### The metal 3 layer, run 1

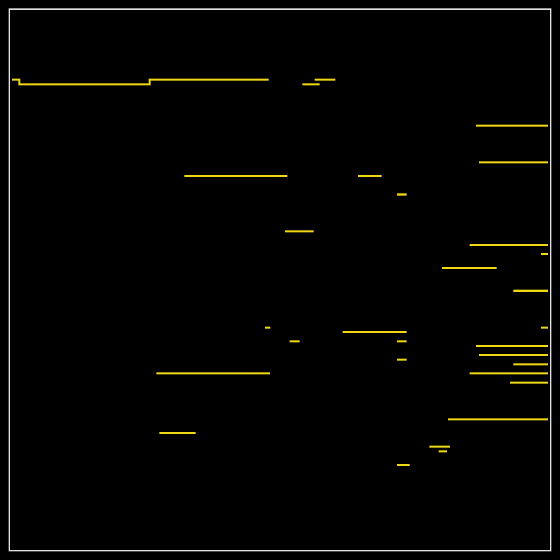
### Metal 2, run 1

Bar = 20 µm.
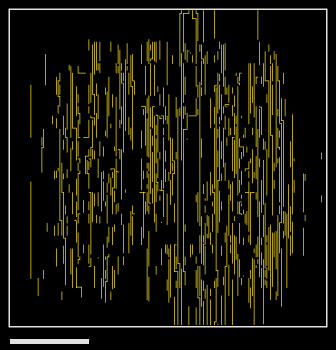
### Routing congestion map, run 1

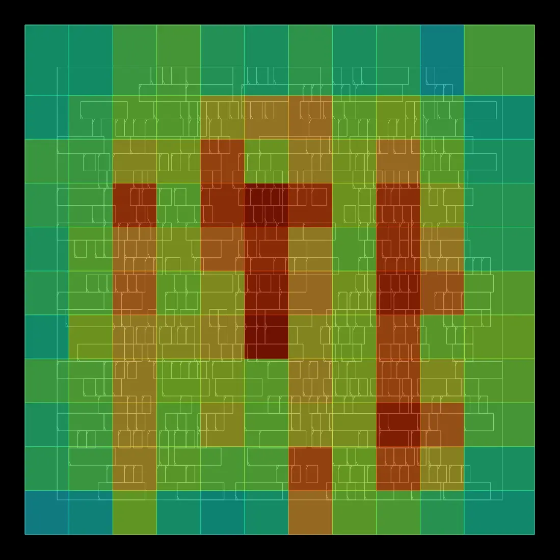
<file path="config.mk">
export PLATFORM = sky130hd
export DESIGN_NAME = updown_counter_param
export DESIGN_NICKNAME = d
export VERILOG_FILES = /design/src/rtl/updown_counter_param.sv
export SDC_FILE = /design/constraint.sdc
export NUM_CORES = 1
export LEC_CHECK = 0
export ABC_AREA = 1
export ABC_CLOCK_PERIOD_IN_PS = 5300
export CAP_MARGIN = 30
export CORE_MARGIN = 5
export CORE_UTILIZATION = 55
export DETAILED_ROUTE_END_ITERATION = 10
export DONT_BUFFER_PORTS = 1
export HOLD_SLACK_MARGIN = 0.15
export PLACE_DENSITY = 0.7
export RECOVER_POWER = 100
export SLEW_MARGIN = 30
export SYNTH_ARGS = -nofsm -noshare
export SYNTH_HDL_FRONTEND = slang
export SYNTH_SLANG_ARGS = --single-unit
</file>
<file path="constraint.sdc">
create_clock -name clk -period 5.3 [get_ports clk]
set_input_delay 1.06 -clock clk [delete_from_list [all_inputs] [get_ports clk]]
set_output_delay 1.06 -clock clk [all_outputs]
set_load 0.05 [all_outputs]
</file>
<file path="src/rtl/updown_counter_param.sv">
// Parametrised up/down counter advanced by a clock-enable tick from an internal divider.
// Supports wrap or saturate arithmetic, programmable step and press-edge or auto-repeat stepping.
`timescale 1ns/1ps
module updown_counter_param #(
    parameter int unsigned WIDTH    = 8,
    parameter int unsigned TICK_DIV = 100000000,
    parameter bit          SATURATE = 1'b0
) (
    input  logic             clk,
    input  logic             rst,
    input  logic             btn_up,
    input  logic             btn_down,
    input  logic             btn_load,
    input  logic             btn_clear,
    input  logic             auto_rpt,
    input  logic [WIDTH-1:0] step,
    input  logic [WIDTH-1:0] load_val,
    output logic [WIDTH-1:0] count,
    output logic             tick,
    output logic             at_max,
    output logic             at_min,
    output logic             ovf
);

    localparam int unsigned      DIV_W    = (TICK_DIV > 1) ? $clog2(TICK_DIV) : 1;
    localparam logic [DIV_W-1:0] DIV_LAST = DIV_W'(TICK_DIV - 1);

    logic [DIV_W-1:0] divider;
    logic             up_prev;
    logic             down_prev;
    logic             up_q;
    logic             down_q;
    logic [WIDTH:0]   sum;
    logic [WIDTH-1:0] diff;
    logic             borrow;
    logic [WIDTH-1:0] count_next;
    logic             ovf_next;

    assign tick   = (divider == DIV_LAST);
    assign at_max = (count == '1);
    assign at_min = (count == '0);

    always_ff @(posedge clk) begin
        if (rst || tick) begin
            divider <= '0;
        end else begin
            divider <= divider + DIV_W'(1);
        end
    end

    // Edge mode compares against the level seen at the previous tick, not the previous cycle.
    always_comb begin
        up_q       = auto_rpt ? btn_up   : (btn_up   & ~up_prev);
        down_q     = auto_rpt ? btn_down : (btn_down & ~down_prev);
        sum        = {1'b0, count} + {1'b0, step};
        diff       = count - step;
        borrow     = (step > count);
        count_next = count;
        ovf_next   = 1'b0;
        if (btn_clear) begin
            count_next = '0;
        end else if (btn_load) begin
            count_next = load_val;
        end else if (up_q && !down_q) begin
            count_next = sum[WIDTH-1:0];
            if (sum[WIDTH]) begin
                ovf_next = 1'b1;
                if (SATURATE) begin
                    count_next = '1;
                end
            end
        end else if (down_q && !up_q) begin
            count_next = diff;
            if (borrow) begin
                ovf_next = 1'b1;
                if (SATURATE) begin
                    count_next = '0;
                end
            end
        end
    end

    always_ff @(posedge clk) begin
        if (rst) begin
            count     <= '0;
            ovf       <= 1'b0;
            up_prev   <= 1'b0;
            down_prev <= 1'b0;
        end else begin
            ovf <= tick & ovf_next;
            if (tick) begin
                count     <= count_next;
                up_prev   <= btn_up;
                down_prev <= btn_down;
            end
        end
    end

endmodule

</file>
==> impl_metrics.csv, run 1 <==
group,metric,value,unit
placed_design,post_dp_cell_area,0.00275,mm²
pwr,vdd_ir_max,132,µV
timing,setup_total_negative_slack,0,ns
finish,total_nets_final,473,
synth,synth-async-reset-ratio,0,
job,warning_count,35,
critical_path,worstSetupEndpoint,"at_max",
critical_path,cp-end-kind,"output pin",
timing,worst_clock_skew,0.00871,ns
critical_path,rr_worst_depth,8,
synth,synth_top_area_share,0.282,
placed_design,gpl_congestion,0.944,
timing,post-route-min-period,3.09,ns
die,die_width,80.1,µm
critical_path,cp_data_arrival_time,2.03,ns
worst_hold_path,whs_path_depth,1,
critical_path,critPathMaxFanout,8,
detailed_routing,remaining_drc_errors,0,
die,placeableCoreArea,0.00475,mm²
die,rows,25,
detailed_routing,route.detailed.vias_per_inst,5.14,
job,drv_cap,0,
timing,hold_viol_final,0,
critical_path,cp_cell_sequence,"nand4_1 -> nor2_1",
timing,hold-worst-slack,0.450,ns
detailed_routing,route.layer.met1.wl,2810,µm
clocking,clock_sink_count,38,
detailed_routing,antenna_left,0,
synth,yosys.stat.chipArea,0.00270,mm²
clocking,post_cts_resize_count,0,
critical_path,critical_path.slowest_cell,"sky130_fd_sc_hd__dfxtp_1",
grt,grt.overflow.total,0,
clocking,cts_max_level,2,
synth,yosys.area.top_type,"sky130_fd_sc_hd__dfxtp_1",
clocking,cts_hold_repair.buffers,0,
timing,worstMarginPinSlew,0.922,ns
detailed_routing,wl_met2,3120,µm
pwr,power_leakage,1.17,nW
critical_path,critical_path_origin,"count[1]",
finish,syn2layout_area_growth,4.45,%
detailed_routing,drt_iter0_markers,114,
synth,synth_flop_count,38,
finish,drive_gt1_frac,0.0467,
detailed_routing,top_routing_layer_used,"met4",
worst_hold_path,worst_hold_path.endpoint,"divider[0]",
critical_path,regToRegSetupSlack,2.85,ns
synth,yosys_most_used_dff,"sky130_fd_sc_hd__dfxtp_1",
grt,number_of_global_route_vias_before_repair,2479,
critical_path,critical_path.reg2reg.startpoint,"divider[0]",
clocking,numCtsBuffers,5,
timing,rsz0062_at_grt,"false",
synth,syn-cell-area,0.00270,mm²
grt,grt_start_max_net_pins,19,
timing,timing.final.max_slew_violations,0,
synth,yosys_cells,427,
clocking,clock_tree.root_cell,"sky130_fd_sc_hd__clkbuf_8",
timing,max_clock_freq,324,MHz
clocking,postCtsSetupRepairBufs,0,
worst_hold_path,hp-class,"register to register",
critical_path,worst-endpoint-required,4.24,ns
die,fp.dieArea,0.00641,mm²
timing,maxSlewHeadroom,0.383,
clocking,cts_tree,"yes",
detailed_routing,postRouteWirelength,6240,µm
clocking,cts_max_path_buffers,2,
critical_path,critical-path-max-stage-delay,0.84,ns
critical_path,r2r-end,"divider[15]",
synth,synth_top_area_cells,"sky130_fd_sc_hd__dfxtp_1 28%, sky130_fd_sc_hd__nand2_1 15%, sky130_fd_sc_hd__inv_1 9.3%, sky130_fd_sc_hd__ha_1 8.8%, sky130_fd_sc_hd__nor2_1 7.6%",
timing,final_min_period_over_clock_period,0.582,
synth,synth-edff-count,0,
synth,syn-instance-count,427,
placed_design,io_buffers,0,
status,run_status,"completed",
pwr,power-per-cell-area,188,mW/mm²
critical_path,timing.critical_path.from_type,"register",
grt,antenna_found_initial,0,
finish,layout.cell_area.non_filler,0.00282,mm²
die,floorplan.die.height,80.1,µm
synth,ys_types,35,
clocking,clk_pin_slew,0.07,ns
## Picture notes: 'The metal 3 layer'
share of all routed wire = 3.4%
main direction = horizontal
longest straight run = 19.3 µm
wire length on this layer = 209 µm

## Picture notes: 'Metal 2'
share of all routed wire = 50%
wire length on this layer = 3,120 µm

## Picture notes: 'Routing congestion map'
end-of-flow core utilization: 0.593
post-detailed-route wirelength per cell: 12.6 µm
GRT Overall Usage: 0.213
met3 usage: 0.0404

==> run 1: state kept, by name, summed over array words and instances, names as in the netlist <==
name / count
divider: 27
ovf: 1
down_prev: 1
up_prev: 1
count: 8
==> run 1: placed cells by master, fill, tap and decap left out, drive strengths merged <==
master | Yosys | final
ha | 19 | 19
xor2 | 3 | 3
clkinv | 1 | 1
a21oi | 34 | 34
nand4 | 8 | 8
fa | 2 | 2
nor3 | 13 | 13
nor2 | 62 | 62
nor4 | 4 | 4
or2 | 4 | 4
o21bai | 2 | 2
inv | 69 | 69
nand3b | 1 | 1
clkbuf | 2 | 6
nor3b | 3 | 3
a211oi | 1 | 1
and2 | 1 | 1
nand3 | 30 | 30
nand2 | 109 | 109
dfxtp | 38 | 38
o21ai | 18 | 18
==> run 1: Yosys cell counts (2+ instances only) <==
| master | number |
|---|---|
| sky130_fd_sc_hd__or2_2 | 3 |
| sky130_fd_sc_hd__nor3b_1 | 2 |
| sky130_fd_sc_hd__dfxtp_1 | 38 |
| sky130_fd_sc_hd__clkbuf_1 | 2 |
| sky130_fd_sc_hd__nor2_1 | 55 |
| sky130_fd_sc_hd__nand4_1 | 8 |
| sky130_fd_sc_hd__nand3_1 | 29 |
| sky130_fd_sc_hd__inv_2 | 2 |
| sky130_fd_sc_hd__ha_1 | 19 |
| sky130_fd_sc_hd__nor3_1 | 12 |
| sky130_fd_sc_hd__o21ai_0 | 17 |
| sky130_fd_sc_hd__nand2_1 | 106 |
| sky130_fd_sc_hd__fa_1 | 2 |
| sky130_fd_sc_hd__nor2_4 | 3 |
| sky130_fd_sc_hd__nor2_2 | 4 |
| sky130_fd_sc_hd__xor2_1 | 3 |
| sky130_fd_sc_hd__inv_1 | 67 |
| sky130_fd_sc_hd__nor4_1 | 4 |
| sky130_fd_sc_hd__nand2_2 | 2 |
| sky130_fd_sc_hd__a21oi_1 | 34 |
==> run 1: stage by stage <==
step	total power, mW	cells	utilization	worst slack, ns
after floorplan	0.331	427	-	2.65
after global placement	0.336	489	0.579	2.50
after detailed placement	0.337	489	0.579	2.49
after CTS	0.539	495	0.596	2.18
after global routing	0.555	495	0.593	2.09
final	0.530	495	0.593	2.21
==> run 1: cell type report <==
cell class | count | area (µm²)
clock buffers | 6 | 82.6
fillers | 485 | 1940
flip-flops and latches | 38 | 761
inverters | 70 | 263
multi-input cells | 314 | 1630
well taps | 67 | 83.8
==> run 1: report_power, final <==
group	total, mW	switching, mW	leakage (nW)	internal [mW]
registers	0.288	0.00129	0.307	0.287
clock network	0.200	0.0995	0.0431	0.100
logic	0.0415	0.0273	0.816	0.0143
==> run 1: per-layer routing <==
metal,global-route usage,vias to the layer above
met5,0,-
met4,0.0760,0
met3,0.0404,10
met2,0.380,40
met1,0.252,1135
li1,-,1359
==> run 1: logic make-up (layout without fill, tap and decap cells) <==
logic type,after synthesis,after routing,share of synthesized area
buffers and inverters,75,76,0.109
adders and majority gates,21,21,0.103
DFF,38,38,0.282
xor gates and xnor gates,3,3,0.00974
and+or+nand+nor,235,235,0.390
AOI/OAI and AO/OA,55,55,0.106
==> run 1: critical path, delay by kind of cell (launching register included) <==
kind	cells	cell delay, ns
simple gates	2	0.90
flops	1	0.84
==> run 2: changes to the inputs <==
ABC_CLOCK_PERIOD_IN_PS = 2900   (was 5300)
clock period = 2.9 ns   (was 5.3 ns; I/O delays follow)
### Logic cells by family, run 2

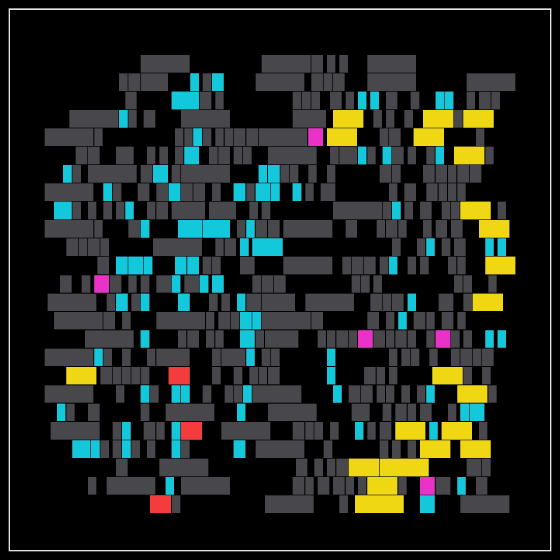
xor and xnor cells -> red  # cells 3, most used xor2_1
and/or cells -> magenta  # cells 5, most used or2_2
fa/ha/maj cells -> yellow  # cells 21, most used ha_1
nor cells -> cyan  # cells 82, most used nor2_1

==> impl_metrics.csv, run 2 <==
group,metric,value,unit
status,run_status,"completed",
detailed_routing,remaining_drc_errors,0,
die,die_width,80.1,µm
critical_path,cp_cell_sequence,"nand4_1 -> nor2_1 -> clkbuf_1",
synth,syn-cell-area,0.00270,mm²
die,rows,25,
clocking,cts_hold_repair.buffers,0,
critical_path,critical_path.slowest_cell,"sky130_fd_sc_hd__dfxtp_1",
critical_path,critPathMaxFanout,8,
critical_path,critical-path-max-stage-delay,0.83,ns
grt,grt_start_max_net_pins,19,
finish,largest_register_ffs,27,
timing,rsz0062_at_grt,"false",
die,fp.dieArea,0.00641,mm²
placed_design,dp_slack,0.635,ns
finish,total_nets_final,476,
synth,yosys_cells,427,
finish,largest_registers,"divider x27, count x8",
synth,synth_flop_count,38,
synth,syn-instance-count,427,
detailed_routing,route.detailed.vias_per_inst,5.09,
grt,antenna_found_initial,0,
clocking,numCtsBuffers,5,
timing,timing.final.max_slew_violations,0,
critical_path,worst-endpoint-required,2.32,ns
detailed_routing,antenna_left,0,
finish,layout_top_cell_excl_fill_tap,"sky130_fd_sc_hd__nand2_1",
detailed_routing,drt_iter0_markers,92,
timing,setup_total_negative_slack,0,ns
synth,top_cells_by_count,"106 x sky130_fd_sc_hd__nand2_1, 67 x sky130_fd_sc_hd__inv_1, 55 x sky130_fd_sc_hd__nor2_1",
finish,layout_top_cells_excl_fill_tap,"108 x sky130_fd_sc_hd__nand2_1, 68 x sky130_fd_sc_hd__inv_1, 57 x sky130_fd_sc_hd__nor2_1",
grt,grt_usage,0.206,
pwr,fin_total_pwr,0.942,mW
timing,worstMarginPinSlew,0.780,ns
critical_path,cp_data_arrival_time,1.90,ns
clocking,post_cts_resize_count,0,
synth,yosys.area.top_type,"sky130_fd_sc_hd__dfxtp_1",
die,floorplan.die.height,80.1,µm
pwr,vdd_ir_max,289,µV
placed_design,io_buffers,0,
clocking,cts_max_level,2,
timing,max_clock_freq,402,MHz
pwr,power_leakage,1.16,nW
synth,synth_top_area_cells,"sky130_fd_sc_hd__dfxtp_1 28%, sky130_fd_sc_hd__nand2_1 15%, sky130_fd_sc_hd__inv_1 9.3%, sky130_fd_sc_hd__ha_1 8.8%, sky130_fd_sc_hd__nor2_1 7.6%",
clocking,cts_max_path_buffers,2,
synth,synth-edff-count,0,
finish,registers.top_by_ff_count,"divider",
clocking,clock_sink_count,38,
grt,grt.overflow.total,0,
critical_path,delay_heaviest_family_cp,"flip-flops",
timing,hold_viol_final,0,
detailed_routing,avgRoutedWirePerCell,12.4,µm
synth,most_common_cell,"sky130_fd_sc_hd__nand2_1",
synth,synth-async-reset-ratio,0,
-- run 2: kinds of logic (layout without fill, tap and decap cells) --
group | count (synthesis) | after routing | synth area share
AND/OR/NAND/NOR | 235 | 235 | 0.390
buffers and inverters | 75 | 80 | 0.109
AND-OR/OR-AND | 55 | 55 | 0.106
flip-flops | 38 | 38 | 0.282
adder cells (fa/ha/maj) | 21 | 21 | 0.103
XOR/XNOR | 3 | 3 | 0.00974
-- run 2: final cells by class --
class,instances,area [µm²],area share
clock buffers,7,76.3,0.0270
flip-flops and latches,38,761,0.269
inverters,70,263,0.0930
multi-input cells,314,1630,0.577
repair buffers,3,11.3,0.00399
well taps,67,83.8,0.0297
-- run 2: report_power, final --
group | switching [mW] | total, mW | internal [mW]
registers | 0.00228 | 0.527 | 0.525
clock network | 0.173 | 0.339 | 0.166
logic | 0.0491 | 0.0759 | 0.0267
total | 0.225 | 0.942 | 0.717
-- run 2: through the flow --
stage	util	hold WS, ns	instance area (µm²)
after floorplan	-	0.417	2700
after global placement	0.583	0.435	2770
after detailed placement	0.583	0.444	2770
after CTS	0.599	0.344	2850
after global routing	0.594	0.343	2820
final	0.594	0.351	2820
-- run 2: metal layers --
metal / global-route usage / vias up / wire, µm
li1: - / 1362 / -
met1: 0.237 / 1127 / 2710
met2: 0.381 / 43 / 3180
met3: 0.0348 / 7 / 229
met4: 0.0659 / 0 / 78
met5: 0 / - / 0
-- run 2: final timing paths --
path	slack (ns)	endpoint	depth (start not counted)	from
max	0.42	at_max	3	count[1]
min	0.35	count[4]	1	rst
max reg2reg	0.71	count[5]	10	count[1]
min reg2reg	0.45	divider[0]	1	divider[0]
No activity file was given, so power comes from the tool's default toggle rates.
